**src/rtl/counterverilog_pkg.sv**
```systemverilog
// rtl/counterverilog_pkg.sv - shared width default and terminal-count constant
package counterverilog_pkg;

  localparam int DEFAULT_WIDTH = 16;
  localparam logic [DEFAULT_WIDTH-1:0] DEFAULT_TERMINAL = '1;

endpackage

```
**src/rtl/counterverilog.sv**
```systemverilog
// rtl/counterverilog.sv - free-running up counter with enable and terminal-count flag
module counterverilog
  import counterverilog_pkg::*;
#(
  parameter int WIDTH = DEFAULT_WIDTH
) (
  input  logic             clk,
  input  logic             reset,
  input  logic             cnt_ena,
  output logic [WIDTH-1:0] count,
  output logic             tc
);

  localparam logic [WIDTH-1:0] TERMINAL = '1;
  localparam logic [WIDTH-1:0] ONE      = {{(WIDTH-1){1'b0}}, 1'b1};

  // Natural modulo-2^WIDTH wrap: all ones + 1 rolls to zero.
  always_ff @(posedge clk or posedge reset) begin
    if (reset) begin
      count <= '0;
    end else if (cnt_ena) begin
      count <= count + ONE;
    end
  end

  assign tc = (count == TERMINAL);

endmodule

```
**config.mk**
```make
export PLATFORM = sky130hd
export DESIGN_NAME = counterverilog
export DESIGN_NICKNAME = d
export VERILOG_FILES = /design/src/rtl/counterverilog_pkg.sv /design/src/rtl/counterverilog.sv
export SDC_FILE = /design/constraint.sdc
export NUM_CORES = 1
export LEC_CHECK = 0
export CORE_AREA = 3 3 46 48
export DETAILED_ROUTE_END_ITERATION = 12
export DIE_AREA = 0 0 49 51
export PLACE_DENSITY = 0.72
export REMOVE_ABC_BUFFERS = 1
export SLEW_MARGIN = 5
export SYNTH_ARGS = -nofsm -noshare
export SYNTH_HDL_FRONTEND = slang
export SYNTH_SLANG_ARGS = --single-unit
```
**constraint.sdc**
```tcl
create_clock -name clk -period 1.8 [get_ports clk]
set_input_delay 0.36 -clock clk [delete_from_list [all_inputs] [get_ports clk]]
set_output_delay 0.36 -clock clk [all_outputs]
set_load 0.03 [all_outputs]
```
Run 1, clock wires, drivers and flops:
Scale: 8 px per um.
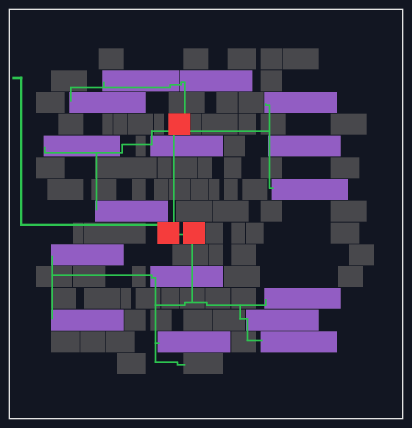
[clock-net drivers] red | count: 3
[clock wires] green | length: 192 um
[flip-flops] purple | count: 16
routed clock nets: 4

Run 1, cell sizes after repair:
Scale: 10 px per um.
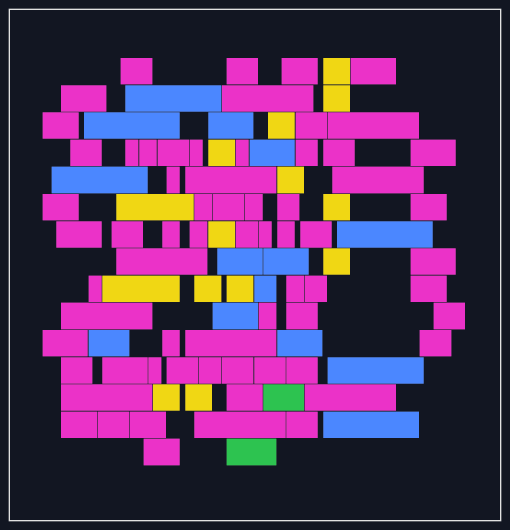
| size | colour | cells |
|---|---|---|
| x2 | blue | 14 |
| x3 and x4 | yellow | 14 |
| x6 and larger | green | 2 |
| x1 and smaller | magenta | 66 |

==> flow_metrics.py, run 1 <==
# Auto-generated metrics
metrics = {
    "status": {
        "status": "complete, but fails checks",
        "violations": "setup timing",
    },
    "synth": {
        "synth_area_sq_um": 790,
        "synthArstFlopShare": 1.00,
        "yosysMostFrequentCell": "dfrtp_1",
        "ff_type": "dfrtp_1",
        "avgSynthCellArea_sq_um": 12.1,
        "synth.mux.area_fraction": 0.0143,
        "synthXorXnorAreaFrac": 0.166,
        "simple_gate_share": 0.276,
        "compound_area_frac": 0,
        "ys_sh_adder": 0.0158,
        "top_area_frac": 0.507,
        "ys.flops": 16,
    },
    "routing": {
        "dr_wl_met2_um": 679,
        "wl_met3_um": 70,
        "dr.pass1.iters": 4,
    },
    "cells_and_area": {
        "diodes": 0,
        "drive_gt1_frac": 0.313,
        "syn_to_final_growth_pct": 43.9,
        "reg_top3": "count x16",
        "final_cell_mix": "xor2_1, dfrtp_1, clkdlybuf4s50_1, buf_4",
        "finalNonFillerCells": 121,
        "largest_reg_flops": 16,
    },
    "setup_path": {
        "cp.required_ns": 1.44,
        "startpoint": "count[3]$_DFFE_PP0P_",
        "r2r_start": "count[0]$_DFFE_PP0P_",
        "worstSetupPathType": "flop to primary output",
        "crit_arrival_ns": 1.48,
    },
    "clock_network": {
        "cts_hold_buf": 0,
        "numClockSinks": 16,
        "clock_path_buffers": 2,
        "cts_tree": "yes",
        "cts-root-buf": "clkbuf_4",
        "clk_latency_ns": 0.28,
        "path_clk_slew_ns": 0.10,
    },
    "pwr": {
        "sw_frac_of_total": 0.422,
        "switchingPower_mw": 0.582,
        "comb_cell_power_mw": 0.553,
        "seq_power_mw": 0.588,
        "pwr-share-seq": 0.427,
        "maxPowerGroup": "registers",
        "p_int_mw": 0.796,
        "p_clk_mw": 0.237,
    },
    "global_routing": {
        "use_met2": 0.204,
        "grt_max_degree": 17,
        "use_met1": 0.181,
        "overflow": 0,
        "grt_pass1_wl_um": 2620,
        "grt_pass1_vias": 577,
        "grt_usage": 0.135,
    },
    "timing": {
        "fin_crit_sh": 1.02,
        "finalSetupViolations": 1,
        "setup_ws_ns": -0.0442,
        "fin_skew_ns": 0.00304,
        "slew-limit-headroom": 0.600,
        "fmax_mhz": 542,
        "rsz0062_at_grt": "true",
        "tns_ns": -0.0442,
        "finalHoldViolations": 0,
    },
    "place": {
        "io_buffers": 19,
        "placed_area_sq_um": 1030,
        "pre_cts_slack_ns": 0.0971,
        "dpl.hpwl_um": 1070,
        "dp.cells": 112,
        "place_congestion": 0.757,
    },
    "floorplan": {
        "die_area_sq_um": 2500,
        "core.rowCount": 15,
        "io_pins": 20,
        "die_y_um": 51,
    },
}
Run 1, met3 routing:
Scale: 10 px per um.
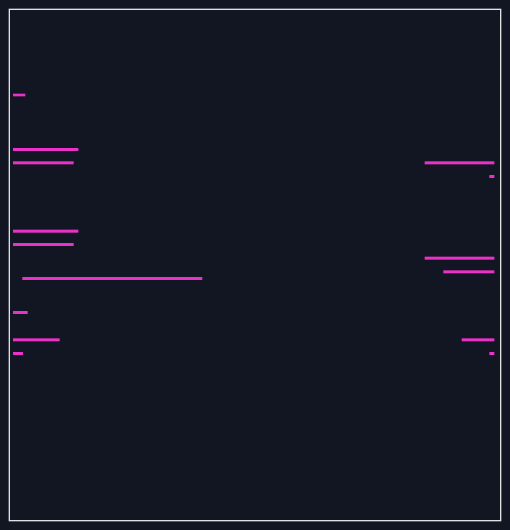
main direction: horizontal
nets with wire on the layer: 14
wire length on this layer: 70.4 um
Via Count: 587
final WL: 1520 um
met3 Use GR: 0.0292

-- run 1: layout make-up --
cell class                      instances  area [sq um]
Clock buffer                            4          36.3
Multi-Input combinational cell         45           379
Timing Repair Buffer                   28           270
Sequential cell                        16           408
Tap cell                               25          31.3
Inverter                                3          11.3
Fill cell                             134           609
-- run 1: critical path, stage by stage (launching register included) --
cell and delay, ns:
dfrtp_2 0.45, nand3_1 0.11, nor4_2 0.28, and4_1 0.24, buf_6 0.13
-- run 1: through the flow --
step | util | hold slack [ns] | power [mW]
after floorplan | - | 0.274 | 0.925
after global placement | 0.592 | 0.476 | 1.16
after detailed placement | 0.592 | 0.479 | 1.16
after CTS | 0.626 | 0.478 | 1.39
after global routing | 0.651 | 0.493 | 1.45
final | 0.651 | 0.449 | 1.38
==> inputs of run 2 (changes only) <==
- CAP_MARGIN: unset -> 20
- PLACE_DENSITY: 0.72 -> 0.74
==> run 2 against run 1 <==
Net effect: the run now ends clean; largest cell class unchanged; sequential share of layout area fell by 1.7 points; power decreased by 0.18%; sequential power shrank 4.3%; cell count rose by 6.6%; utilization up 3.2 points; largest power group is now combinational logic; via count grew 11%; hold slack got worse by 0.023 ns; synthesized area unchanged; first-iteration DRC count increased by 80%; critical path depth unchanged.
==> flow_metrics.py, run 2 <==
# Auto-generated metrics
metrics = {
    "status": {
        "status": "finished clean",
    },
    "cells_and_area": {
        "n_all_inverters": 3,
        "drive_gt1_frac": 0.385,
        "comb_cells": 45,
        "fin_util": 0.682,
        "flop_area_sq_um": 408,
        "nFillCells": 139,
        "sh_comb_area": 0.330,
        "seq-cell-share": 0.342,
        "diodes": 0,
        "design_area_sq_um": 1190,
        "buffer_area_frac": 0.273,
        "buffers": 37,
        "largest_reg_flops": 16,
        "flops": 16,
        "final_cell_mix": "buf_4, clkdlybuf4s50_1, xor2_1, dfrtp_1, dfrtp_2",
        "final_common_cell": "buf_4",
        "clock_area_frac": 0.0189,
        "syn_to_final_growth_pct": 50.9,
        "top_area_cell_class": "flip-flops and latches",
        "logic_area_sq_um": 393,
        "nClkBuffers": 3,
        "largest-register": "count",
        "reg_top3": "count x16",
        "layout.nets": 110,
        "finalNonFillerCells": 129,
    },
    "global_routing": {
        "grt_usage": 0.156,
        "grt_pass1_wl_um": 2940,
        "overflow": 0,
        "grt_pass1_vias": 648,
        "use_met1": 0.180,
        "grtUsageMet3": 0.0233,
        "gr-max-usage-layer": "met2",
        "use_met2": 0.271,
        "grt_max_degree": 17,
        "antenna_found_initial": 0,
    },
    "timing": {
        "setup_ws_ns": 0.0206,
        "slew_viol_final": 0,
        "fin_skew_ns": 0.00283,
        "fin_crit_sh": 0.989,
        "rsz0062_at_grt": "true",
        "tns_ns": 0,
        "slew-limit-headroom": 0.605,
        "finalSetupViolations": 0,
        "min_period_ns": 1.78,
        "finalHoldViolations": 0,
        "worst_pin_slew_ns": 0.592,
        "fmax_mhz": 562,
        "whs_ns": 0.427,
    },
    "pwr": {
        "pwr-share-comb": 0.455,
        "peakVddDrop_v": 0.000878,
        "pwr-share-clk": 0.136,
        "seq_power_mw": 0.563,
        "comb_cell_power_mw": 0.626,
        "power.total_mw": 1.38,
        "p_clk_mw": 0.186,
        "maxPowerGroup": "combinational logic",
        "pwr-share-seq": 0.409,
        "p_leak_nw": 0.563,
        "switchingPower_mw": 0.595,
        "sw_frac_of_total": 0.433,
        "powerDensity_nw_per_um2": 1150,
        "p_int_mw": 0.780,
    },
    "setup_path": {
        "crit_fanout": 4,
        "crit_path_end_kind": "primary output",
        "cp.buffers_inverters": 1,
        "crit_arrival_ns": 1.42,
        "worstSetupPathType": "flop to primary output",
        "cp_slowest_cell": "dfrtp_1",
        "cpPeakStageDelay_ns": 0.42,
        "critPathTopFamily": "simple AND/OR/NAND/NOR gates",
        "start_kind": "flop",
        "cp.required_ns": 1.44,
        "path_cells": "nand3_2 > nor4_4 > and4_1 > buf_6",
    },
    "clock_network": {
        "clk_latency_ns": 0.28,
        "numClockSinks": 16,
        "cts_hold_buf": 0,
        "cts_tree": "yes",
        "cts.htree.levels": 1,
        "clock_path_buffers": 2,
        "cts-root-buf": "clkbuf_4",
        "cts_buffers": 3,
        "path_clk_slew_ns": 0.09,
    },
    "floorplan": {
        "taps": 25,
        "die_area_sq_um": 2500,
        "fp_util": 0.452,
        "core_area_sq_um": 1750,
        "die_y_um": 51,
        "die_w_um": 49,
        "core.rowCount": 15,
        "io_pins": 20,
    },
    "place": {
        "io_buffers": 19,
        "dp.cells": 112,
        "place_congestion": 0.709,
        "dpl.hpwl_um": 1160,
        "pre_cts_slack_ns": 0.0908,
        "placed_area_sq_um": 1030,
    },
    "synth": {
        "syn_inst": 65,
        "yosysSeqAreaShare": 0.507,
        "yosysCellCount": 65,
        "compound_area_frac": 0,
        "avgSynthCellArea_sq_um": 12.1,
        "ys_sh_adder": 0.0158,
        "yosysMostFrequentCell": "dfrtp_1",
        "ff_type": "dfrtp_1",
        "synthXorXnorAreaFrac": 0.166,
        "synth.mux.area_fraction": 0.0143,
        "ys.flops": 16,
        "yosys.area.top_type": "dfrtp_1",
        "ys_top_cells_by_count": "dfrtp_1, xor2_1, nand3_1, nor4_2, xnor2_1",
        "synth_area_sq_um": 790,
        "top_logic_kind": "simple AND/OR/NAND/NOR gates",
        "yosysUniqueCellTypes": 17,
        "edf_count": 0,
        "synthArstFlopShare": 1.00,
        "top_area_frac": 0.507,
        "simple_gate_share": 0.276,
        "yosys-top-cells-area": "dfrtp_1, xor2_1, nor4_2, xnor2_1, nand4_4",
        "yosys_area_sq_um": 790,
        "yosysWarnings": 0,
    },
    "routing": {
        "wl_met3_um": 78,
        "drt-initial-drc-count": 9,
        "drc": 0,
        "dr_wl_met2_um": 908,
        "top_layer": "met4",
        "met1Wirelength_um": 731,
        "viasPerCell": 5.04,
        "dr.pass1.iters": 4,
        "wl_per_cell_um": 13.6,
        "ant_nets": 0,
    },
    "job": {
        "maxCapViolCount": 0,
        "tool_warnings": 27,
    },
    "worst_hold_path": {
        "hold_class": "input port to async pin",
    },
}
run 2: cell counts after synthesis:
Identical to the previous run, type by type.
run 2: final timing paths:
path                                        from                     to  slack (ns)  cells after the start
setup / recovery           count[14]$_DFFE_PP0P_                     tc        0.02                      4
hold / removal                             reset   count[1]$_DFFE_PP0P_        0.43                      2
setup reg to reg            count[0]$_DFFE_PP0P_  count[14]$_DFFE_PP0P_        0.31                      4
hold reg to reg            count[15]$_DFFE_PP0P_  count[15]$_DFFE_PP0P_        0.50                      1
max in group asynchronous                  reset   count[9]$_DFFE_PP0P_        0.95                      2
min in group clk           count[15]$_DFFE_PP0P_  count[15]$_DFFE_PP0P_        0.50                      1
run 2: timing repair:
action	CTS	global route
pin swaps	3	4
setup buffers	10	4
hold endpoints to repair	0	0
setup endpoints to repair	10	4
gates resized	11	5
Run 2, wire density map:
Scale: 8 px per um. 10 x 10 tiles, from black (low) to pale yellow (high), scaled to the fullest tile. Values are wire area over tile area, all layers added.
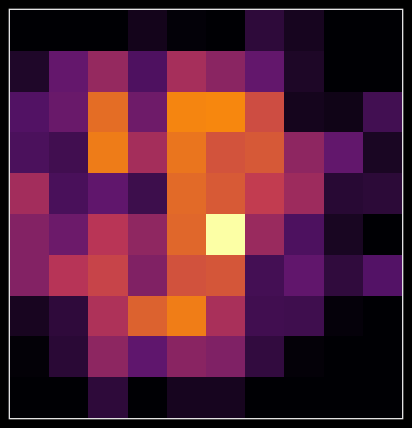
fullest tile: 0.43
densest ninth of the die: centre
nearly empty tiles: 23%
tiles over half the peak: 18%
mean over tiles: 0.11
final WL: 1760 um
Via Count: 650

==> inputs of run 3 (changes only) <==
- CAP_MARGIN: 20 -> 15
==> run 3 against run 2 <==
Net effect: combinational power is essentially flat; sequential cell count is the same; first-iteration DRC count is the same; highest routed layer unchanged; cell count is the same.
==> flow_metrics.py, run 3 <==
# Auto-generated metrics
metrics = {
    "status": {
        "status": "finished clean",
    },
    "timing": {
        "slew_viol_final": 0,
        "slew-limit-headroom": 0.605,
        "worst_pin_slew_ns": 0.592,
        "whs_ns": 0.427,
        "fin_crit_sh": 0.989,
        "finalSetupViolations": 0,
        "tns_ns": 0,
        "min_period_ns": 1.78,
        "rsz0062_at_grt": "true",
    },
    "global_routing": {
        "use_met2": 0.271,
        "gr-max-usage-layer": "met2",
        "use_met1": 0.180,
        "grt_usage": 0.156,
        "grt_pass1_wl_um": 2940,
        "grtUsageMet3": 0.0233,
    },
    "place": {
        "placed_area_sq_um": 1030,
        "dpl.hpwl_um": 1160,
        "pre_cts_slack_ns": 0.0908,
    },
    "cells_and_area": {
        "comb_cells": 45,
        "buffer_area_frac": 0.273,
        "finalNonFillerCells": 129,
        "flops": 16,
        "fin_util": 0.682,
        "top_area_cell_class": "flip-flops and latches",
        "logic_area_sq_um": 393,
        "clock_area_frac": 0.0189,
        "design_area_sq_um": 1190,
        "reg_top3": "count x16",
        "largest_reg_flops": 16,
        "flop_area_sq_um": 408,
    },
    "pwr": {
        "peakVddDrop_v": 0.000878,
        "power.total_mw": 1.38,
        "p_leak_nw": 0.563,
    },
    "synth": {
        "yosys_area_sq_um": 790,
        "syn_inst": 65,
        "ys.flops": 16,
        "top_area_frac": 0.507,
        "yosysCellCount": 65,
        "ys_top_cells_by_count": "dfrtp_1, xor2_1, nand3_1, nor4_2, xnor2_1",
        "yosys.area.top_type": "dfrtp_1",
        "yosysUniqueCellTypes": 17,
    },
    "setup_path": {
        "crit_path_end_kind": "primary output",
        "cp.required_ns": 1.44,
        "r2r_start": "count[0]$_DFFE_PP0P_",
        "crit_fanout": 4,
        "ff2ff_setup_slack_ns": 0.31,
        "start_kind": "flop",
        "crit_arrival_ns": 1.42,
        "worstSetupPathType": "flop to primary output",
    },
    "routing": {
        "dr.pass1.iters": 4,
        "drc": 0,
        "wirelength_um": 1760,
        "wl_per_cell_um": 13.6,
        "ant_nets": 0,
    },
    "job": {
        "tool_warnings": 27,
        "maxCapViolCount": 0,
    },
    "floorplan": {
        "core_area_sq_um": 1750,
        "fp_util": 0.452,
        "taps": 25,
    },
    "worst_hold_path": {
        "hold_class": "input port to async pin",
    },
    "clock_network": {
        "cts_buffers": 3,
    },
}
[run 3: where the power goes]
part	total (mW)	internal, mW	switching (mW)
logic	0.626	0.250	0.376
registers	0.563	0.452	0.111
clock network	0.186	0.0777	0.109
total	1.38	0.780	0.595
[run 3: logic make-up (layout without fill, tap and decap cells)]
| logic type | after synthesis | count (layout) | synth area share |
|---|---|---|---|
| flip-flops | 16 | 16 | 0.507 |
| XOR/XNOR | 15 | 15 | 0.166 |
| multiplexers | 1 | 1 | 0.0143 |
| buffers and inverters | 4 | 43 | 0.0206 |
| adder cells (fa/ha/maj) | 1 | 1 | 0.0158 |
| AND/OR/NAND/NOR | 28 | 28 | 0.276 |
[run 3: worst max-delay path, stage by stage (launching register included)]
cell and delay (ns):
dfrtp_1 0.42, nand3_2 0.11, nor4_4 0.24, and4_1 0.23
buf_6 0.13
Run 3, the clock network:
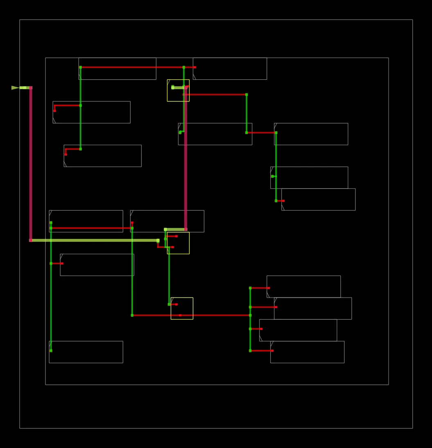
Setup Skew: 0.00283 ns
Clock Power: 0.186 mW
Clk Latency, worst-skew pair: 0.28 ns
clkbuf count: 3
clock sink total: 16

Power and IR drop assume default switching activity.
